## src/rtl/pow_arbiter.sv

```systemverilog
// Round-robin front end that shares one exponentiation engine among four requesters.
// Each request is granted, issued to the engine, and completed by a result or a watchdog expiry.
module pow_arbiter #(
    parameter int unsigned TMO = 63
) (
    input  logic        clk,
    input  logic        rst,
    input  logic [3:0]  req,
    input  logic [63:0] req_x,
    input  logic [31:0] req_n,
    output logic [3:0]  gnt,
    output logic [3:0]  done,
    output logic [15:0] res,
    output logic        err,
    output logic        busy,
    output logic        eng_start,
    output logic [15:0] eng_x,
    output logic [7:0]  eng_n,
    input  logic        eng_ready,
    input  logic [15:0] eng_out
);

    typedef enum logic [1:0] {
        IDLE  = 2'd0,
        ISSUE = 2'd1,
        WAIT  = 2'd2
    } state_t;

    localparam logic [7:0] TMO_C = 8'(TMO);

    state_t      state_q, state_d;
    logic [1:0]  ptr_q, ptr_d;
    logic [1:0]  win_q, win_d;
    logic [3:0]  gnt_q, gnt_d;
    logic [3:0]  done_q, done_d;
    logic [15:0] res_q, res_d;
    logic        err_q, err_d;
    logic        busy_q, busy_d;
    logic        start_q, start_d;
    logic [15:0] x_q, x_d;
    logic [7:0]  n_q, n_d;
    logic [7:0]  wd_q, wd_d;
    logic [2:0]  pick_s;
    logic [7:0]  wd_inc_s;

    // Returns {found, index}: first set request at or after p, ascending mod 4.
    function automatic logic [2:0] rr_pick(input logic [3:0] r, input logic [1:0] p);
        logic [2:0] pick;
        logic [1:0] idx;
        pick = 3'b000;
        for (int k = 3; k >= 0; k--) begin
            idx = p + k[1:0];
            if (r[idx]) begin
                pick = {1'b1, idx};
            end else begin
                pick = pick;
            end
        end
        return pick;
    endfunction

    // Next-state and next-output computation for the arbiter FSM.
    always_comb begin
        state_d  = state_q;
        ptr_d    = ptr_q;
        win_d    = win_q;
        gnt_d    = 4'b0000;
        done_d   = 4'b0000;
        res_d    = res_q;
        err_d    = 1'b0;
        busy_d   = busy_q;
        start_d  = 1'b0;
        x_d      = x_q;
        n_d      = n_q;
        wd_d     = wd_q;
        pick_s   = rr_pick(req, ptr_q);
        wd_inc_s = wd_q + 8'd1;
        case (state_q)
            IDLE: begin
                busy_d = 1'b0;
                if (pick_s[2] && eng_ready) begin
                    win_d   = pick_s[1:0];
                    gnt_d   = 4'b0001 << pick_s[1:0];
                    start_d = 1'b1;
                    x_d     = req_x[{pick_s[1:0], 4'b0000} +: 16];
                    n_d     = req_n[{pick_s[1:0], 3'b000} +: 8];
                    busy_d  = 1'b1;
                    state_d = ISSUE;
                end else begin
                    state_d = IDLE;
                end
            end
            ISSUE: begin
                wd_d    = 8'd0;
                state_d = WAIT;
            end
            WAIT: begin
                if (eng_ready) begin
                    res_d   = eng_out;
                    done_d  = 4'b0001 << win_q;
                    ptr_d   = win_q + 2'd1;
                    state_d = IDLE;
                end else if (wd_inc_s == TMO_C) begin
                    // Watchdog expiry completes the slot with an error and a zero result.
                    wd_d    = wd_inc_s;
                    res_d   = 16'd0;
                    err_d   = 1'b1;
                    done_d  = 4'b0001 << win_q;
                    ptr_d   = win_q + 2'd1;
                    state_d = IDLE;
                end else begin
                    wd_d = wd_inc_s;
                end
            end
            default: begin
                state_d = IDLE;
                busy_d  = 1'b0;
            end
        endcase
    end

    // State and output registers with asynchronous reset.
    always_ff @(posedge clk or posedge rst) begin
        if (rst) begin
            state_q <= IDLE;
            ptr_q   <= 2'd0;
            win_q   <= 2'd0;
            gnt_q   <= 4'b0000;
            done_q  <= 4'b0000;
            res_q   <= 16'd0;
            err_q   <= 1'b0;
            busy_q  <= 1'b0;
            start_q <= 1'b0;
            x_q     <= 16'd0;
            n_q     <= 8'd0;
            wd_q    <= 8'd0;
        end else begin
            state_q <= state_d;
            ptr_q   <= ptr_d;
            win_q   <= win_d;
            gnt_q   <= gnt_d;
            done_q  <= done_d;
            res_q   <= res_d;
            err_q   <= err_d;
            busy_q  <= busy_d;
            start_q <= start_d;
            x_q     <= x_d;
            n_q     <= n_d;
            wd_q    <= wd_d;
        end
    end

    assign gnt       = gnt_q;
    assign done      = done_q;
    assign res       = res_q;
    assign err       = err_q;
    assign busy      = busy_q;
    assign eng_start = start_q;
    assign eng_x     = x_q;
    assign eng_n     = n_q;

endmodule

```

## config.mk

```make
export PLATFORM = sky130hd
export DESIGN_NAME = pow_arbiter
export DESIGN_NICKNAME = d
export VERILOG_FILES = /design/src/rtl/pow_arbiter.sv
export SDC_FILE = /design/constraint.sdc
export NUM_CORES = 1
export LEC_CHECK = 0
export ABC_AREA = 1
export CORE_MARGIN = 10
export CORE_UTILIZATION = 40
export CTS_CLUSTER_DIAMETER = 40
export DETAILED_ROUTE_END_ITERATION = 10
export PLACE_DENSITY = 0.8
export RECOVER_POWER = 25
export SLEW_MARGIN = 20
export SYNTH_ARGS = -nofsm -noshare
export SYNTH_HDL_FRONTEND = slang
export SYNTH_SLANG_ARGS = --single-unit
```

## constraint.sdc

```tcl
create_clock -name clk -period 2.95 [get_ports clk]
set_clock_uncertainty 0.1 [all_clocks]
set_input_delay 0.59 -clock clk [delete_from_list [all_inputs] [get_ports clk]]
set_output_delay 0.59 -clock clk [all_outputs]
set_load 0.01 [all_outputs]
```

==> run notes, run 1 <==
fresh numbers from the pnr run: Slew Viols, Final=0, Top cell excl fill/tap=nand2_1, Slew Limit Headroom=0.1305, P per Cell Area=1044 mW/mm^2, Fillers=879, Main logic family=simple AND/OR/NAND/NOR gates, Pre-antenna DRT Iters=5, CP dominant cell by count=nand2_1, # DRC=0, syn_nets=695, Initial Util=0.4103, CP delay by family, top=simple AND/OR/NAND/NOR gates, WP buf/inv=2, Port Buf Inserts=169, Post-DP HPWL=10,470 um, Nets=855, Register-to-Register Path Depth=15, H-tree lvl count=3, CTS buffer count=9, ao+oa area frac=0.02715, Tot Pwr=0.006284 W, Cell Type Count=24, Pleak=3.062 nW, clock root buffer master=clkbuf_8, fraction of layout cells with a size suffix above 1=0.08470, YS chip area=~0.0040 sq mm, CP max-delay cell=clkdlybuf4s50_1, io pins=170, initial antenna violation count=0, critical path cell sequence=clkdlybuf4s50_1 -> nand2_1 -> o21ai_1 -> nand2_1 -> nand3_4 -> nand2_2 -> nand2_4 -> nand2_4 -> buf_12 -> nand2_1 -> nand2_1 -> nand2_1 -> nand2_1 -> nand2_1 -> nand2_1, CP startpoint kind=input pin, number of global-route vias before repair=4,393, Starting DRT DRC Count=266, # Cells Yosys=567, core box area=0.009774 sq mm, CP peak stage delay=0.51 ns, CTS tree=built, Seq share, synth=0.4056, clk latency late pin=0.33 ns, die area=0.01443 sq mm, WP data arrival=2.50 ns, Inst Count DP=849, MUX share of area=0, Final Non-Filler Cells=865, Log Warnings=32, Hold Crit Depth=2, Hold Buf Count CTS=0, setup TNS=0 ns, n_diodes=0, worst-path fanout max=27, Routed Antenna Nets=0, num rows=36, critical path required time=3.07 ns, internal reg-to-reg setup slack=0.64 ns, first-pass GRT wire length=21,820 um, fmax=420.9 MHz, Via Count=around 4,200, gr usage total=0.1857, Avg Inst Size Synth=about 7 sq um, Tmin final=~2.4 ns, gr ovfl total=0, clk buf depth=2, Die Wd=~120 um, clock sink count=65, CTS-repair resized insts=0, Final Hold Fails=0, outcome=finished clean, mapped cell area=0.004010 sq mm, critical path depth=15, worst slew pin tran=1.303 ns, CP endpoint kind=register
## run 1: synth_stat cells
cell type | count | area (sq um)
ha_1 | 9 | 112.6
o21ai_0 | 4 | 20.02
buf_4 | 4 | 30.03
buf_8 | 2 | 30.03
buf_2 | 17 | 85.08
xnor2_1 | 2 | 17.52
o21ai_1 | 7 | 35.03
a21oi_1 | 2 | 10.01
inv_1 | 29 | 108.9
xor2_1 | 5 | 43.79
nand4_1 | 1 | 6.260
clkbuf_1 | 4 | 15.01
inv_2 | 6 | 22.52
nand3_1 | 52 | 260.3
nand2_4 | 2 | 22.52
o22ai_1 | 7 | 43.79
nand3_4 | 2 | 35.03
nor3_1 | 3 | 15.01
nand2_1 | 304 | 1141
buf_6 | 5 | 56.30
nand3_2 | 21 | 210.2
nor2_1 | 10 | 37.54
nand2_2 | 4 | 25.02
dfrtp_1 | 65 | 1627
## run 1: per-stage QoR
step | hold WS, ns | setup slack [ns] | utilization
2_1_floorplan | 0.4086 | 0.6335 | -
3_3_place_gp | 0.3537 | 0.3589 | 0.5926
3_5_place_dp | 0.3622 | 0.2703 | 0.5926
4_1_cts | 0.3791 | 0.6220 | 0.6175
5_1_grt | 0.3955 | 0.2924 | 0.6160
6_report | 0.3738 | 0.5742 | 0.6160
## run 1: registers in the layout, indices dropped and copies added, names as in the netlist, 2 cells and up
signal and count:
done 4, eng_n 8, eng_x 16, gnt 4
ptr_q 2, res 16, state_q 2, wd_q 8
win_q 2
## run 1: tightest hold or removal path, stage by stage (launching register included)
cell and delay, ns:
dfrtp_1 0.34, nand2_1 0.05, nand2_1 0.05
## run 1: worst paths after layout
check	endpoint	startpoint
max reg2reg	eng_x[2]	ptr_q[0]
max in group asynchronous	res[7]	rst
min in group asynchronous	eng_x[15]	rst
max	eng_x[2]	req[2]
min	res[1]	res[1]
min reg2reg	res[1]	res[1]
## run 1: power by group
part           leakage, nW  internal [W]  switching [W]  total (W)
combinational         2.10       0.00158        0.00231    0.00390
clock                0.120      0.000584       0.000339   0.000923
sequential           0.842       0.00123       0.000232    0.00146
total                 3.06       0.00340        0.00288    0.00628
## run 1: cell type report
type                       instances  area, sq um  share of cell area
sequential                        65         1627              0.2702
inverter                          35        131.4             0.02182
multi-input combinational        435         2036              0.3381
clock buffer                      11        141.4             0.02348
tap                              133        166.4             0.02764
timing repair buffer             181         1817              0.3017
clock inverter                     5        102.6             0.01704
## run 1: per-layer routing
layer,vias up,share of wire,track usage
li1,2077,-,-
met3,10,0.11,0.07595
met2,184,0.47,0.3074
met5,-,0,0
met1,1929,0.40,0.2130
met4,0,0.012,0.06259
## run 1: cells by family after synthesis
logic type	after synthesis
XOR/XNOR	7
adder cells (fa/ha/maj)	9
AND-OR/OR-AND	20
AND/OR/NAND/NOR	399
buffers and inverters	67
flip-flops	65
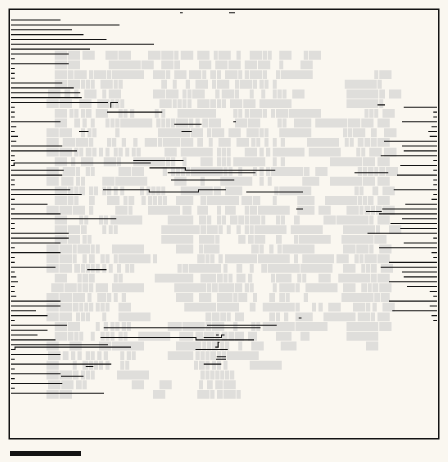
*Signal wires on met3, run 1*
The bar under the picture is 20 um long. Cells faint in the background.
main direction: horizontal
nets with wire on the layer: 143
longest straight run: 43.7 um
wire length on this layer: 1,510 um
share of all routed wire: 11%

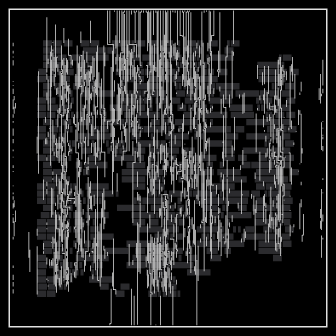
*M2 wires, run 1*
Cells faint in the background.
share of all routed wire: 47%
main direction: vertical
wire length on this layer: 6,320 um
nets with wire on the layer: 657
longest straight run: 43.3 um

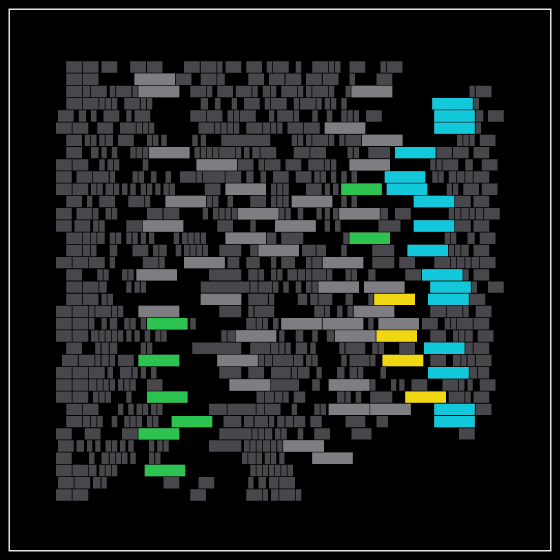
*Register map, names as in the netlist, run 1*
Other sequential cells in the stronger gray, the rest of the logic in the fainter gray.
legend:
  res:
    color: cyan
    placed_flops: 16
  eng_n:
    color: green
    placed_flops: 8
  done:
    color: yellow
    placed_flops: 4
Seq/total area: 0.2702
area occupied by registers: 0.001627 sq mm
Core Util, Final: 0.6160
Seq power: 0.00146 W

### Placement view, run 1

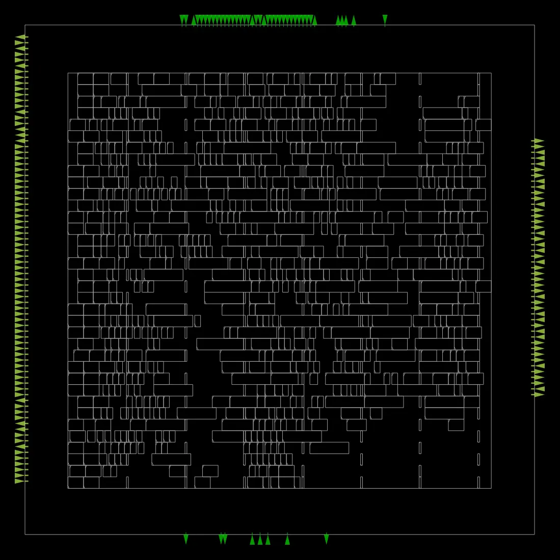

--- run 2 (diff from run 1) ---
--- a/config.mk
+++ b/config.mk
@@ -7,10 +7,10 @@
 export LEC_CHECK = 0
 export ABC_AREA = 1
 export CORE_MARGIN = 10
-export CORE_UTILIZATION = 40
+export CORE_UTILIZATION = 39
 export CTS_CLUSTER_DIAMETER = 40
 export DETAILED_ROUTE_END_ITERATION = 10
-export PLACE_DENSITY = 0.8
+export PLACE_DENSITY = 0.81
 export RECOVER_POWER = 25
 export SLEW_MARGIN = 20
 export SYNTH_ARGS = -nofsm -noshare
==> constraint.sdc (replaced) <==
create_clock -name clk -period 2.1 [get_ports clk]
set_clock_uncertainty 0.1 [all_clocks]
set_input_delay 0.42 -clock clk [delete_from_list [all_inputs] [get_ports clk]]
set_output_delay 0.42 -clock clk [all_outputs]
set_load 0.01 [all_outputs]
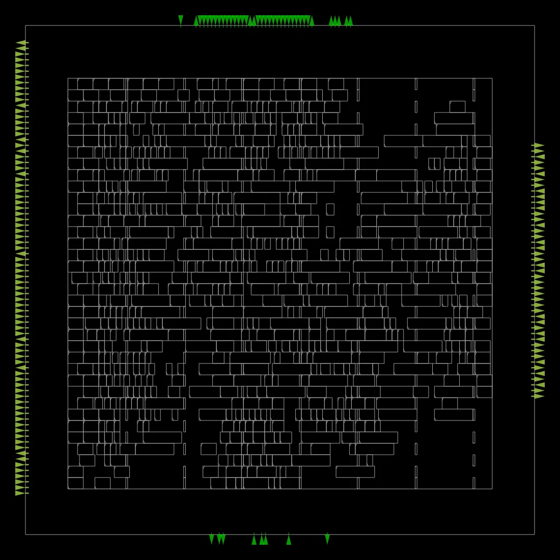
*Placement view, run 2*
core box area: 0.009910 sq mm
Fillers: 800
Well Taps: 133
Seq/total area: 0.2516
Final Non-Filler Cells: 891

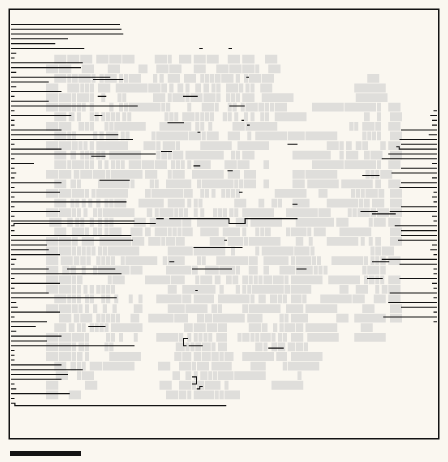
*Signal wires on met3, run 2*
The bar under the picture is 20 um long. Cells faint in the background.
main direction: horizontal
nets with wire on the layer: 150
longest straight run: 59.8 um
wire length on this layer: 1,510 um
share of all routed wire: 11%
drt total wl: 14,000 um
met3 Use GR: 0.08097

==> run 2 against run 1 <==
Effect of this change: worst setup slack got worse by 0.49 ns; clock power grew 45%; synthesized cell count unchanged; critical path depth up 1; critical path type unchanged; critical endpoint is now eng_x[1].
==> run notes, run 2 <==
fresh numbers from the pnr run: n_diodes=0, Hold Buf Count CTS=0, CP peak stage delay=between 0.4 and 0.5 ns, WP data arrival=2.20 ns, post-synth top area cell=dfrtp_1, Logic pwr share=0.660, critical path cell sequence=clkdlybuf4s50_1 -> inv_2 -> nand2_2 -> nand3_2 -> nand2_2 -> nand3_4 -> nand2_4 -> nand2_8 -> nand2_8 -> clkbuf_16 -> nand2_1 -> nand2_1 -> nand2_1 -> nand2_1 -> nand2_1 -> nand2_1, mapped cell area=0.004010 sq mm, H-tree lvl count=3, Core Util, Final=0.6529, Starting DRT DRC Count=227, initial antenna violation count=0, Synth flops=65, gr usage total=0.1782, cell with the most instances after synthesis=nand2_1, Routed Antenna Nets=0, number of synthesized flops with an enable pin=0, final instance area=0.006470 sq mm, CTS buffer count=9, fraction of layout cells with a size suffix above 1=0.1478, Tot Pwr=approximately 0.01 W, num rows=36, syn_nets=695, reg2reg start=ptr_q[0], Slew Viols, Final=0, P per Cell Area=about 1500 mW/mm^2, worst slew pin tran=about 0.6 ns, area share, top type=0.4056, Top cells by area=dfrtp_1, nand2_1, nand3_1, Inst Count DP=between 800 and 900, clock sink count=65, CP endpoint kind=register, CP startpoint kind=input pin, crit path to=eng_x[1], Via Count=around 4,300, P_sw=around 0.0044 W, gr ovfl total=0, switching share of power=0.4412, Pleak=3.280 nW, clock root buffer master=clkbuf_8, Async SR Flop Fraction=1.000, CP dominant cell by count=nand2_1, # DRC=0, worst-path fanout max=14, CP max-delay cell=clkdlybuf4s50_1, # Cells Yosys=roughly 570, Avg Inst Size Synth=~7.1 sq um, fmax=495.0 MHz, first-pass GRT wire length=about 21,000 um, hold_sp=res[13], pre-CTS setup slack=-0.3734 ns, Seq share, synth=0.4056, top cells by count=nand2_1, dfrtp_1, nand3_1, inv_1, nand3_2, Die Wd=121.4 um, max-cap violations=0, peak supply drop=0.7559 mV, CTS tree=built, crit path from=req[3], Port Buf Inserts=between 150 and 200, Register-to-Register Path Depth=15, final worst setup slack=~0.08 ns, number of global-route vias before repair=4,359, Tmin final=2.020 ns, clk latency late pin=between 0.3 and 0.4 ns, Commonest flop=dfrtp_1, Pint=0.005564 W, Post-DP HPWL=10,710 um, outcome=finished clean, Pre-antenna DRT Iters=4, die area=roughly 0.015 sq mm, YS chip area=0.004010 sq mm, Slew Limit Headroom=0.5985, clk buf depth=2, Reg power frac=0.205, Nets=881, Final Hold Fails=0, io pins=170, Log Warnings=32, internal reg-to-reg setup slack=0.10 ns, die span in y=121.4 um, Worst R2R End=eng_x[1], Clock Power Share=0.135, Cell Type Count=24, Initial Util=0.4047, critical path required time=2.28 ns, routed vias/inst=4.801, Top cell excl fill/tap=nand2_1, Syn Inst Count=567
==> run 2: cell type report <==
type,count,area (sq um),area share
clock buffer,10,137.6,0.02127
timing repair buffer,207,2141,0.3309
sequential,65,1628,0.2516
clock inverter,6,115.1,0.01779
tap,133,166.4,0.02572
multi-input combinational,435,2145,0.3315
inverter,35,137.6,0.02127
==> run 2: stage by stage <==
stage / hold WS (ns) / setup TNS, ns
after global placement: 0.3549 / -5.143
after global routing: 0.4051 / -0.08906
after floorplan: 0.4086 / 0
final: 0.3777 / 0
after detailed placement: 0.3612 / -8.618
after CTS: 0.3115 / 0
==> run 2: what timing repair did <==
| item | CTS | global route |
|---|---|---|
| endpoints found under the setup margin | 2 | 52 |
| gates resized | 1 | 37 |
| pin swaps | 0 | 8 |
| setup buffers | 0 | 6 |
| gates cloned | 0 | 4 |
==> run 2: worst min path at each step <==
| stage | slack [ns] | depth (start not counted) | end |
|---|---|---|---|
| 2_1_floorplan | 0.41 | 2 | res[0] |
| 3_3_place_gp | 0.35 | 2 | res[11] |
| 3_5_place_dp | 0.36 | 2 | res[7] |
| 4_1_cts | 0.31 | 2 | res[3] |
| 5_1_grt | 0.41 | 2 | res[2] |
| 6_report | 0.38 | 2 | res[13] |
==> run 2: layer usage <==
layer / GRT usage / up-vias / part of all wire / wire [um]
met2: 0.3021 / 186 / 0.48 / 6709
met5: 0 / - / 0 / 0
met1: 0.1941 / 1933 / 0.39 / 5522
met4: 0.05663 / 0 / 0.019 / 265
li1: - / 2134 / - / -
met3: 0.08097 / 25 / 0.11 / 1506
==> run 2: power groups by stage <==
stage / clock, W / sequential (W) / combinational [W]
2_1_floorplan: 0 / 0.00218 / 0.00353
3_3_place_gp: 0 / 0.00204 / 0.00568
3_5_place_dp: 0 / 0.00207 / 0.00580
4_1_cts: 0.00136 / 0.00206 / 0.00582
5_1_grt: 0.00142 / 0.00210 / 0.00725
6_report: 0.00134 / 0.00204 / 0.00657
==> run 2: logic make-up (layout without fill, tap and decap cells) <==
family          count (synthesis)  count (layout)  synth area share
fa+ha+maj                       9               9           0.02808
compound gates                 20              20           0.02714
simple gates                  399             399            0.4371
buf+inv                        67             258           0.08674
flops                          65              65            0.4056
xor+xnor                        7               7           0.01529
==> run 2: critical path: cells and delay by family <==
| kind | cells | cell delay, ns |
|---|---|---|
| buffers and inverters | 3 | 0.74 |
| AND/OR/NAND/NOR | 13 | 1.05 |
Power is estimated from default activity; no workload was simulated.
